$ cat src/rtl/ctrl_pkg.sv
// ctrl_pkg: opcode map, ALU function codes, sequencer states and control-word type
// shared by ram_datapath_ctrl and ctrl_word_decode.
package ctrl_pkg;
    localparam logic [3:0] OP_ADD  = 4'd0;
    localparam logic [3:0] OP_SUB  = 4'd1;
    localparam logic [3:0] OP_AND  = 4'd2;
    localparam logic [3:0] OP_ORR  = 4'd3;
    localparam logic [3:0] OP_ADDI = 4'd4;
    localparam logic [3:0] OP_SUBS = 4'd5;
    localparam logic [3:0] OP_LDUR = 4'd6;
    localparam logic [3:0] OP_STUR = 4'd7;
    localparam logic [4:0] FS_AND = 5'b00000;
    localparam logic [4:0] FS_ORR = 5'b00100;
    localparam logic [4:0] FS_ADD = 5'b01000;
    localparam logic [4:0] FS_SUB = 5'b01010;
    typedef enum logic [2:0] {IDLE, EXEC, MEM_ADDR, MEM_RD, MEM_WR, ERR} state_e;
    typedef struct packed {
        logic       w;
        logic       en_b;
        logic       en_alu;
        logic       en_addr;
        logic       k_sel;
        logic       pc_sel;
        logic       c0;
        logic       we;
        logic       oe;
        logic       done;
        logic       err;
        logic [4:0] fs;
    } ctrl_t;
    function automatic state_e first_state(input logic [3:0] op);
        return (op <= OP_SUBS) ? EXEC : (op <= OP_STUR) ? MEM_ADDR : ERR;
    endfunction
    function automatic logic [4:0] alu_fs(input logic [3:0] op);
        return (op == OP_ADD || op == OP_ADDI) ? FS_ADD :
               (op == OP_SUB || op == OP_SUBS) ? FS_SUB :
               (op == OP_ORR) ? FS_ORR : FS_AND;
    endfunction
endpackage

$ cat src/rtl/ctrl_word_decode.sv
// ctrl_word_decode: combinational control word for the state being entered and the
// instruction in flight; every field not used by that state is forced to zero.
module ctrl_word_decode
    import ctrl_pkg::*;
#(
    parameter int DATA_W = 64,
    parameter int REG_AW = 5
) (
    input  state_e              st_i,
    input  logic [3:0]          op_i,
    input  logic [REG_AW-1:0]   rd_i,
    input  logic [REG_AW-1:0]   rn_i,
    input  logic [REG_AW-1:0]   rm_i,
    input  logic [DATA_W-1:0]   imm_i,
    output ctrl_t               ctrl_o,
    output logic [REG_AW-1:0]   sa_o,
    output logic [REG_AW-1:0]   sb_o,
    output logic [REG_AW-1:0]   da_o,
    output logic [DATA_W-1:0]   k_o
);
    logic exec, mem;
    assign exec = st_i == EXEC;
    assign mem  = st_i inside {MEM_ADDR, MEM_RD, MEM_WR};
    always_comb begin
        ctrl_o.w       = exec || st_i == MEM_RD;
        ctrl_o.en_b    = st_i == MEM_WR;
        ctrl_o.en_alu  = exec;
        ctrl_o.en_addr = mem;
        ctrl_o.k_sel   = mem || (exec && op_i == OP_ADDI);
        ctrl_o.pc_sel  = 1'b0;
        ctrl_o.c0      = exec && (op_i == OP_SUB || op_i == OP_SUBS);
        ctrl_o.we      = st_i == MEM_WR;
        // OE only for loads: a store's address phase must leave the bus free for EN_B
        ctrl_o.oe      = (st_i == MEM_ADDR && op_i == OP_LDUR) || st_i == MEM_RD;
        ctrl_o.done    = exec || st_i == MEM_RD || st_i == MEM_WR;
        ctrl_o.err     = st_i == ERR;
        ctrl_o.fs      = mem ? FS_ADD : exec ? alu_fs(op_i) : 5'd0;
        sa_o           = (exec || mem) ? rn_i : '0;
        sb_o           = exec ? rm_i : (st_i == MEM_WR) ? rd_i : '0;
        da_o           = ctrl_o.w ? rd_i : '0;
        k_o            = ctrl_o.k_sel ? imm_i : '0;
    end
endmodule

$ cat src/rtl/ram_datapath_ctrl.sv
// ram_datapath_ctrl: multi-cycle sequencer driving the RAM datapath control word.
// Optional CTRL_PERF_CNT_EN adds instr_retired / mem_cycles counters.
module ram_datapath_ctrl
    import ctrl_pkg::*;
#(
    parameter int DATA_W = 64,
    parameter int REG_AW = 5
) (
    input  logic              clk,
    input  logic              rst,
    input  logic              instr_valid,
    output logic              instr_ready,
    input  logic [3:0]        op,
    input  logic [REG_AW-1:0] rd,
    input  logic [REG_AW-1:0] rn,
    input  logic [REG_AW-1:0] rm,
    input  logic [DATA_W-1:0] imm,
    input  logic [3:0]        status,
    output logic              W,
    output logic              EN_B,
    output logic              EN_ALU,
    output logic              EN_ADDR,
    output logic              K_SEL,
    output logic              PC_SEL,
    output logic              C0,
    output logic              WE,
    output logic              OE,
    output logic [REG_AW-1:0] SA,
    output logic [REG_AW-1:0] SB,
    output logic [REG_AW-1:0] DA,
    output logic [4:0]        FS,
    output logic [DATA_W-1:0] K,
    output logic [3:0]        flags,
    output logic              instr_done,
    output logic              instr_err
`ifdef CTRL_PERF_CNT_EN
    ,
    output logic [31:0]       instr_retired,
    output logic [31:0]       mem_cycles
`endif
);
    state_e            state_q, state_d;
    logic [3:0]        op_q, op_d, flags_q;
    logic [REG_AW-1:0] rd_q, rd_d, rn_q, rn_d, rm_q, rm_d, sa_q, sa_d, sb_q, sb_d, da_q, da_d;
    logic [DATA_W-1:0] imm_q, imm_d, k_q, k_d;
    ctrl_t             ctrl_q, ctrl_d;
    logic              accept;

    assign instr_ready = rst && state_q == IDLE;
    assign accept      = instr_valid && instr_ready;

    // decode sees the incoming fields on the accepting edge so the first state is valid immediately
    always_comb begin
        op_d    = accept ? op  : op_q;
        rd_d    = accept ? rd  : rd_q;
        rn_d    = accept ? rn  : rn_q;
        rm_d    = accept ? rm  : rm_q;
        imm_d   = accept ? imm : imm_q;
        state_d = (state_q == IDLE) ? (accept ? first_state(op) : IDLE) :
                  (state_q == MEM_ADDR) ? (op_q == OP_LDUR ? MEM_RD : MEM_WR) : IDLE;
    end

    ctrl_word_decode #(.DATA_W(DATA_W), .REG_AW(REG_AW)) u_dec (
        .st_i(state_d), .op_i(op_d), .rd_i(rd_d), .rn_i(rn_d), .rm_i(rm_d), .imm_i(imm_d),
        .ctrl_o(ctrl_d), .sa_o(sa_d), .sb_o(sb_d), .da_o(da_d), .k_o(k_d)
    );

    always_ff @(posedge clk or negedge rst) begin
        if (!rst) begin
            state_q <= IDLE;
            op_q    <= '0;
            rd_q    <= '0;
            rn_q    <= '0;
            rm_q    <= '0;
            imm_q   <= '0;
            ctrl_q  <= '0;
            sa_q    <= '0;
            sb_q    <= '0;
            da_q    <= '0;
            k_q     <= '0;
            flags_q <= '0;
        end else begin
            state_q <= state_d;
            op_q    <= op_d;
            rd_q    <= rd_d;
            rn_q    <= rn_d;
            rm_q    <= rm_d;
            imm_q   <= imm_d;
            ctrl_q  <= ctrl_d;
            sa_q    <= sa_d;
            sb_q    <= sb_d;
            da_q    <= da_d;
            k_q     <= k_d;
            flags_q <= (state_q == EXEC && op_q == OP_SUBS) ? status : flags_q;
        end
    end

    assign {W, EN_B, EN_ALU, EN_ADDR, K_SEL, PC_SEL, C0, WE, OE} =
        {ctrl_q.w, ctrl_q.en_b, ctrl_q.en_alu, ctrl_q.en_addr, ctrl_q.k_sel,
         ctrl_q.pc_sel, ctrl_q.c0, ctrl_q.we, ctrl_q.oe};
    assign instr_done = ctrl_q.done;
    assign instr_err  = ctrl_q.err;
    assign FS         = ctrl_q.fs;
    assign SA         = sa_q;
    assign SB         = sb_q;
    assign DA         = da_q;
    assign K          = k_q;
    assign flags      = flags_q;

`ifdef CTRL_PERF_CNT_EN
    logic [31:0] retired_q, mem_cyc_q;
    always_ff @(posedge clk or negedge rst) begin
        if (!rst) begin
            retired_q <= '0;
            mem_cyc_q <= '0;
        end else begin
            retired_q <= retired_q + {31'd0, ctrl_q.done};
            mem_cyc_q <= mem_cyc_q + {31'd0, state_q inside {MEM_ADDR, MEM_RD, MEM_WR}};
        end
    end
    assign instr_retired = retired_q;
    assign mem_cycles    = mem_cyc_q;
`endif
endmodule

$ cat config.mk
export PLATFORM = sky130hd
export DESIGN_NAME = ram_datapath_ctrl
export DESIGN_NICKNAME = d
export VERILOG_FILES = /design/src/rtl/ctrl_pkg.sv /design/src/rtl/ctrl_word_decode.sv /design/src/rtl/ram_datapath_ctrl.sv
export SDC_FILE = /design/constraint.sdc
export NUM_CORES = 1
export LEC_CHECK = 0
export ABC_AREA = 1
export ABC_CLOCK_PERIOD_IN_PS = 2300
export CAP_MARGIN = 10
export CORE_MARGIN = 2
export CORE_UTILIZATION = 50
export CTS_BUF_LIST = sky130_fd_sc_hd__clkbuf_8
export DETAILED_ROUTE_END_ITERATION = 10
export PLACE_DENSITY_LB_ADDON = 0.25
export RECOVER_POWER = 25
export SLEW_MARGIN = 10
export SYNTH_ARGS = -nofsm -noshare
export SYNTH_HDL_FRONTEND = slang
export SYNTH_SLANG_ARGS = --single-unit
$ cat constraint.sdc
create_clock -name clk -period 2.3 [get_ports clk]
set_clock_uncertainty 0.2 [all_clocks]
set_input_delay 0.345 -clock clk [delete_from_list [all_inputs] [get_ports clk]]
set_output_delay 0.345 -clock clk [all_outputs]
set_load 0.02 [all_outputs]
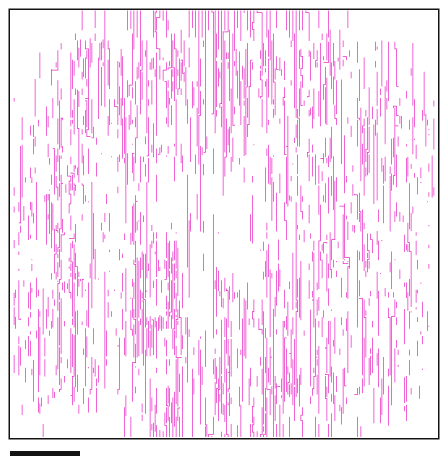
**Above:** signal wires on met2.
Scale bar: 20 um.
wire length on this layer: 7430 um
longest straight run: 46.4 um
nets with wire on the layer: 770
met2 routing resource usage after global routing: 0.349
Routed Wire Length: 15100 um
via count: 4833

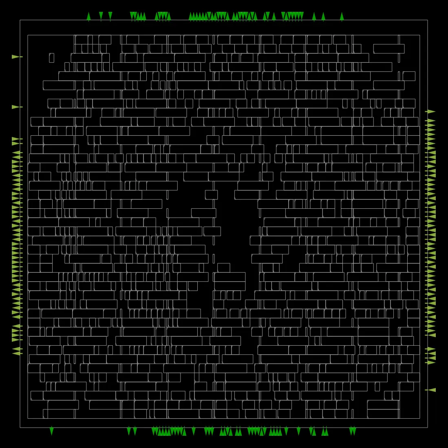
**Above:** placement view.
number of fill cells: 1009
core utilization of the finished layout: 0.700

==> metrics.sh <==
SLEW_HEADROOM=0.0140
SW_FRAC_OF_TOTAL=0.277
DETAILEDPLACEMENTHPWL_UM=10200
POWER.INTERNAL_mW=5.42
DETAILEDPLACE.WORSTSLACK_NS=-0.0566
FINALNONFILLERCELLS=992
ANTENNA_CELLS=0
YS.WARNINGS.COUNT=0
YOSYS.STAT.SEQSHARE=0.657
IO_PINS=190
PLACEMENTROWS=42
LEAKAGEPOWER_nW=4.36
MAPPEDNETLISTAREA_UM2=6900
POWER_PER_CELL_AREA_nW_PER_UM2=803
NETLIST_INSTANCES=617
SYNTHDOMINANTCELLAREASHARE=0.657
SYNTH_CELL_TYPE_COUNT=24
GRT_UTIL_ALL_LAYERS=0.221
NUMCLOCKSINKS=181
WORSTMARGINPINSLEW_NS=1.48
TIMING.MAX_CAP.VIOLATIONS=0
SETUP_VIOL_COUNT_FINAL=0
SETUP_SLACK_NS=0.143
LAY_TOP_COUNT='sky130_fd_sc_hd__clkdlybuf4s50_1'
LAYOUT_WORST_PATH_CYCLE_SHARE=0.938
FMAX_GHz=0.464
CLK_PATH_BUF_DEPTH=2
WORSTSETUPSTARTPOINTTYPE='primary input'
CLK_PIN_SLEW_NS=0.08
PWR-SHARE-SEQ=0.502
YOSYS_CELLS=617
FINAL.MIN_CLOCK_PERIOD_NS=2.16
DETAIL_ROUTE.ITER0.VIOLATIONS=353
MAXIMUM_NUMBER_OF_PINS_ON_ONE_NET_BEFORE_GLOBAL_ROUTE_REPAIR=182
RUN_STATUS='complete, no violations'
POSTSYNTHREGISTERBITS=181
CRIT_ARRIVAL_NS=2.27
UNREPAIRED_SETUP_ENDPOINTS_AFTER_GLOBAL_ROUTING='false'
DETAIL_ROUTE.WL_PER_CELL_UM=15.2
CTS.HTREE.LEVELS=4
POWER.SHARE.COMBINATIONAL=0.222
GRT_PASS1_WL_UM=25000
NUMBER_OF_WARNING_MESSAGES_IN_THE_LOGS=28
INSERTION_DELAY_NS=0.44
FINAL_LAYOUT_SIZE_SUFFIX_GT1_FRAC=0.223
GLOBAL_ROUTE.USAGE.MET3=0.0644
ROOT_CELL_OF_THE_CLOCK_TREE='sky130_fd_sc_hd__clkbuf_8'
YOSYS-STAT-AREA_UM2=6900
CRIT_REQUIRED_NS=2.41
HOLD_CLASS='primary input to flop'
CPMOSTUSEDCELL='sky130_fd_sc_hd__o21ai_0'
POWER_SWITCHING_mW=2.08
FIRST_GLOBAL_VIAS=5137
DIE_EXTENT_IN_X_UM=121
YOSYS-TOP-CELLS-AREA='sky130_fd_sc_hd__dfrtp_1, sky130_fd_sc_hd__or2_2, sky130_fd_sc_hd__a21oi_2'
INITCOREUTIL=0.517
TOP_LOGIC_CELLS_BY_INSTANCE_COUNT_IN_THE_LAYOUT='sky130_fd_sc_hd__clkdlybuf4s50_1, sky130_fd_sc_hd__dfrtp_1, sky130_fd_sc_hd__inv_1, sky130_fd_sc_hd__o21ai_0, sky130_fd_sc_hd__or2_2'
DIE-HEIGHT_UM=121
GRT.MET1_USAGE=0.290
FINALSETUPTNS_NS=0
REGTOREGSETUPSLACK_NS=0.20
WORST_IR_DROP_VDD_mV=0.461
TRITONCTS='done'
GLOBAL_ROUTE.OVERFLOW_TOTAL=0
SYNTH.LARGEST_AREA_CELL='sky130_fd_sc_hd__dfrtp_1'
PATH_DELAY_FAMILY='buffers and inverters'
PLACE.DETAILED.INSTANCES=958
VIAS_PER_CELL=4.87
CRITICAL-PATH-MAX-STAGE-DELAY_NS=0.54
NUMBER_OF_NETS_IN_THE_LAYOUT=893
REPORT.POWER.TOTAL_mW=7.50
CHIPAREA_UM2=14800
POWER.SHARE.CLOCK=0.276
DRT-PASS1-ITER-COUNT=4
CRITPATHKIND='primary input to flop'
GRT_ANTENNA_BEFORE_REPAIR=0
DRT.ANTENNA.VIOLATING_NETS=0
FINAL-MAX-SLEW-VIOLATION-COUNT=0
PLACE.PORT_BUFFERS=186
FINAL_HOLD_VIOL_COUNT=0
FLOW.AREA_GROWTH_FROM_SYNTHESIS_PCT=35.4
NUMCTSBUFFERS=17
SYN_AREA_PER_CELL_UM2=11.2
PATH_MAX_FANOUT=43
GRT_BUSIEST_LAYER='met2'
TIMING.CRITICAL_PATH.CELLS='dlygate4sd3_1, buf_6, inv_1, nor2_4, nand3_4, buf_4, o21ai_0, o21ai_0'
FLOORPLAN.CORE_AREA_UM2=13300
CP_NUM_BUF_INV=4
ROUTE.DETAILED.DRC=0
ENDPOINT_KIND_OF_THE_WORST_SETUP_TIMING_PATH='flop'
CRIT_SLOWEST_CELL='sky130_fd_sc_hd__dlygate4sd3_1'
FINALWEIGHTEDCONGESTION=0.810
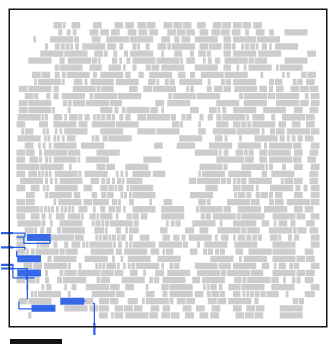
**Above:** I/O nets highlighted.
Scale bar: 20 um.
| colour | port | direction | end cells | buffers | wire |
|---|---|---|---|---|---|
| blue | `DA` | output | 5 | 5 | 106 um |

-- path summary, 6_finish.rpt --
path,from,endpoint,depth (start not counted)
worst max-delay path,rst,SB[1],8
worst min-delay path,rn[3],rn_q[3],3
worst max register to register,state_q[1],K[28],8
worst min register to register,rn_q[2],rn_q[2],2
max in group asynchronous,rst,state_q[2],3
min in group asynchronous,rst,imm_q[49],3
-- cell usage after synthesis --
cell                       count
sky130_fd_sc_hd__nand3_4       1
sky130_fd_sc_hd__buf_2         8
sky130_fd_sc_hd__or2_2        69
sky130_fd_sc_hd__mux2_2        4
sky130_fd_sc_hd__inv_4         1
sky130_fd_sc_hd__clkbuf_1     14
sky130_fd_sc_hd__nand3_1       5
sky130_fd_sc_hd__inv_2         2
sky130_fd_sc_hd__nor2_1       12
sky130_fd_sc_hd__inv_1        87
sky130_fd_sc_hd__nand4_1       5
sky130_fd_sc_hd__nand2_2       8
sky130_fd_sc_hd__buf_1         1
sky130_fd_sc_hd__nor3_1        1
sky130_fd_sc_hd__nor2_4        3
sky130_fd_sc_hd__a21oi_1      17
sky130_fd_sc_hd__buf_6         7
sky130_fd_sc_hd__nand2_1      57
sky130_fd_sc_hd__nor2_2        4
sky130_fd_sc_hd__a21oi_2      49
sky130_fd_sc_hd__conb_1        1
sky130_fd_sc_hd__o21ai_0      75
sky130_fd_sc_hd__dfrtp_1     181
sky130_fd_sc_hd__buf_4         5
-- flip-flops by register name (all words and copies together), names as in the netlist, 3 cells and up --
register / flops
DA: 5
FS: 3
K: 64
SA: 5
SB: 5
flags: 4
imm_q: 64
op_q: 4
rd_q: 5
rm_q: 5
rn_q: 5
state_q: 3
-- cell type report --
| cell class | count | area (um^2) |
|---|---|---|
| multi-input combinational | 313 | 1830 |
| fill | 1009 | 4010 |
| tap | 176 | 220 |
| inverter | 90 | 340 |
| sequential | 181 | 4530 |
| timing repair buffer | 200 | 2030 |
| clock inverter | 9 | 73.8 |
| clock buffer | 23 | 317 |
-- per-stage QoR --
step | cell area [um^2] | hold WS, ns
after floorplan | 6910 | -0.151
after global placement | 8950 | 0.259
after detailed placement | 8950 | 0.265
after CTS | 9350 | 0.210
after global routing | 9340 | 0.225
final | 9340 | 0.252
-- power by group through the flow --
stage	Sequential (mW)	Combinational [mW]	Clock (mW)
detailed placement	3.84	1.67	0
floorplan	3.98	0.790	0
global route	3.81	1.83	2.26
finish	3.77	1.66	2.07
CTS	3.77	1.68	2.13
global placement	3.81	1.62	0
-- what timing repair did --
item | in CTS | in global routing
resized | 1 | 0
pin swaps | 0 | 1
setup buffers | 0 | 1
setup endpoints to repair | 1 | 29
endpoints found under the hold margin | 181 | 0
cloned | 0 | 0
hold buffers | 1 | 0
-- logic make-up (layout without fill, tap and decap cells) --
group,count (synthesis),after routing,share of synthesized area
other cells,1,3,0.000544
simple gates,165,165,0.127
mux,4,4,0.00653
buf+inv,125,322,0.0802
flops,181,181,0.657
compound gates,141,141,0.129
-- layer usage --
layer,up-vias,part of all wire
met2,157,0.49
met4,0,0.018
li1,2291,-
met5,-,0
met3,19,0.073
met1,2366,0.42
Power figures rest on the tool's default switching activity, not on a simulated workload.
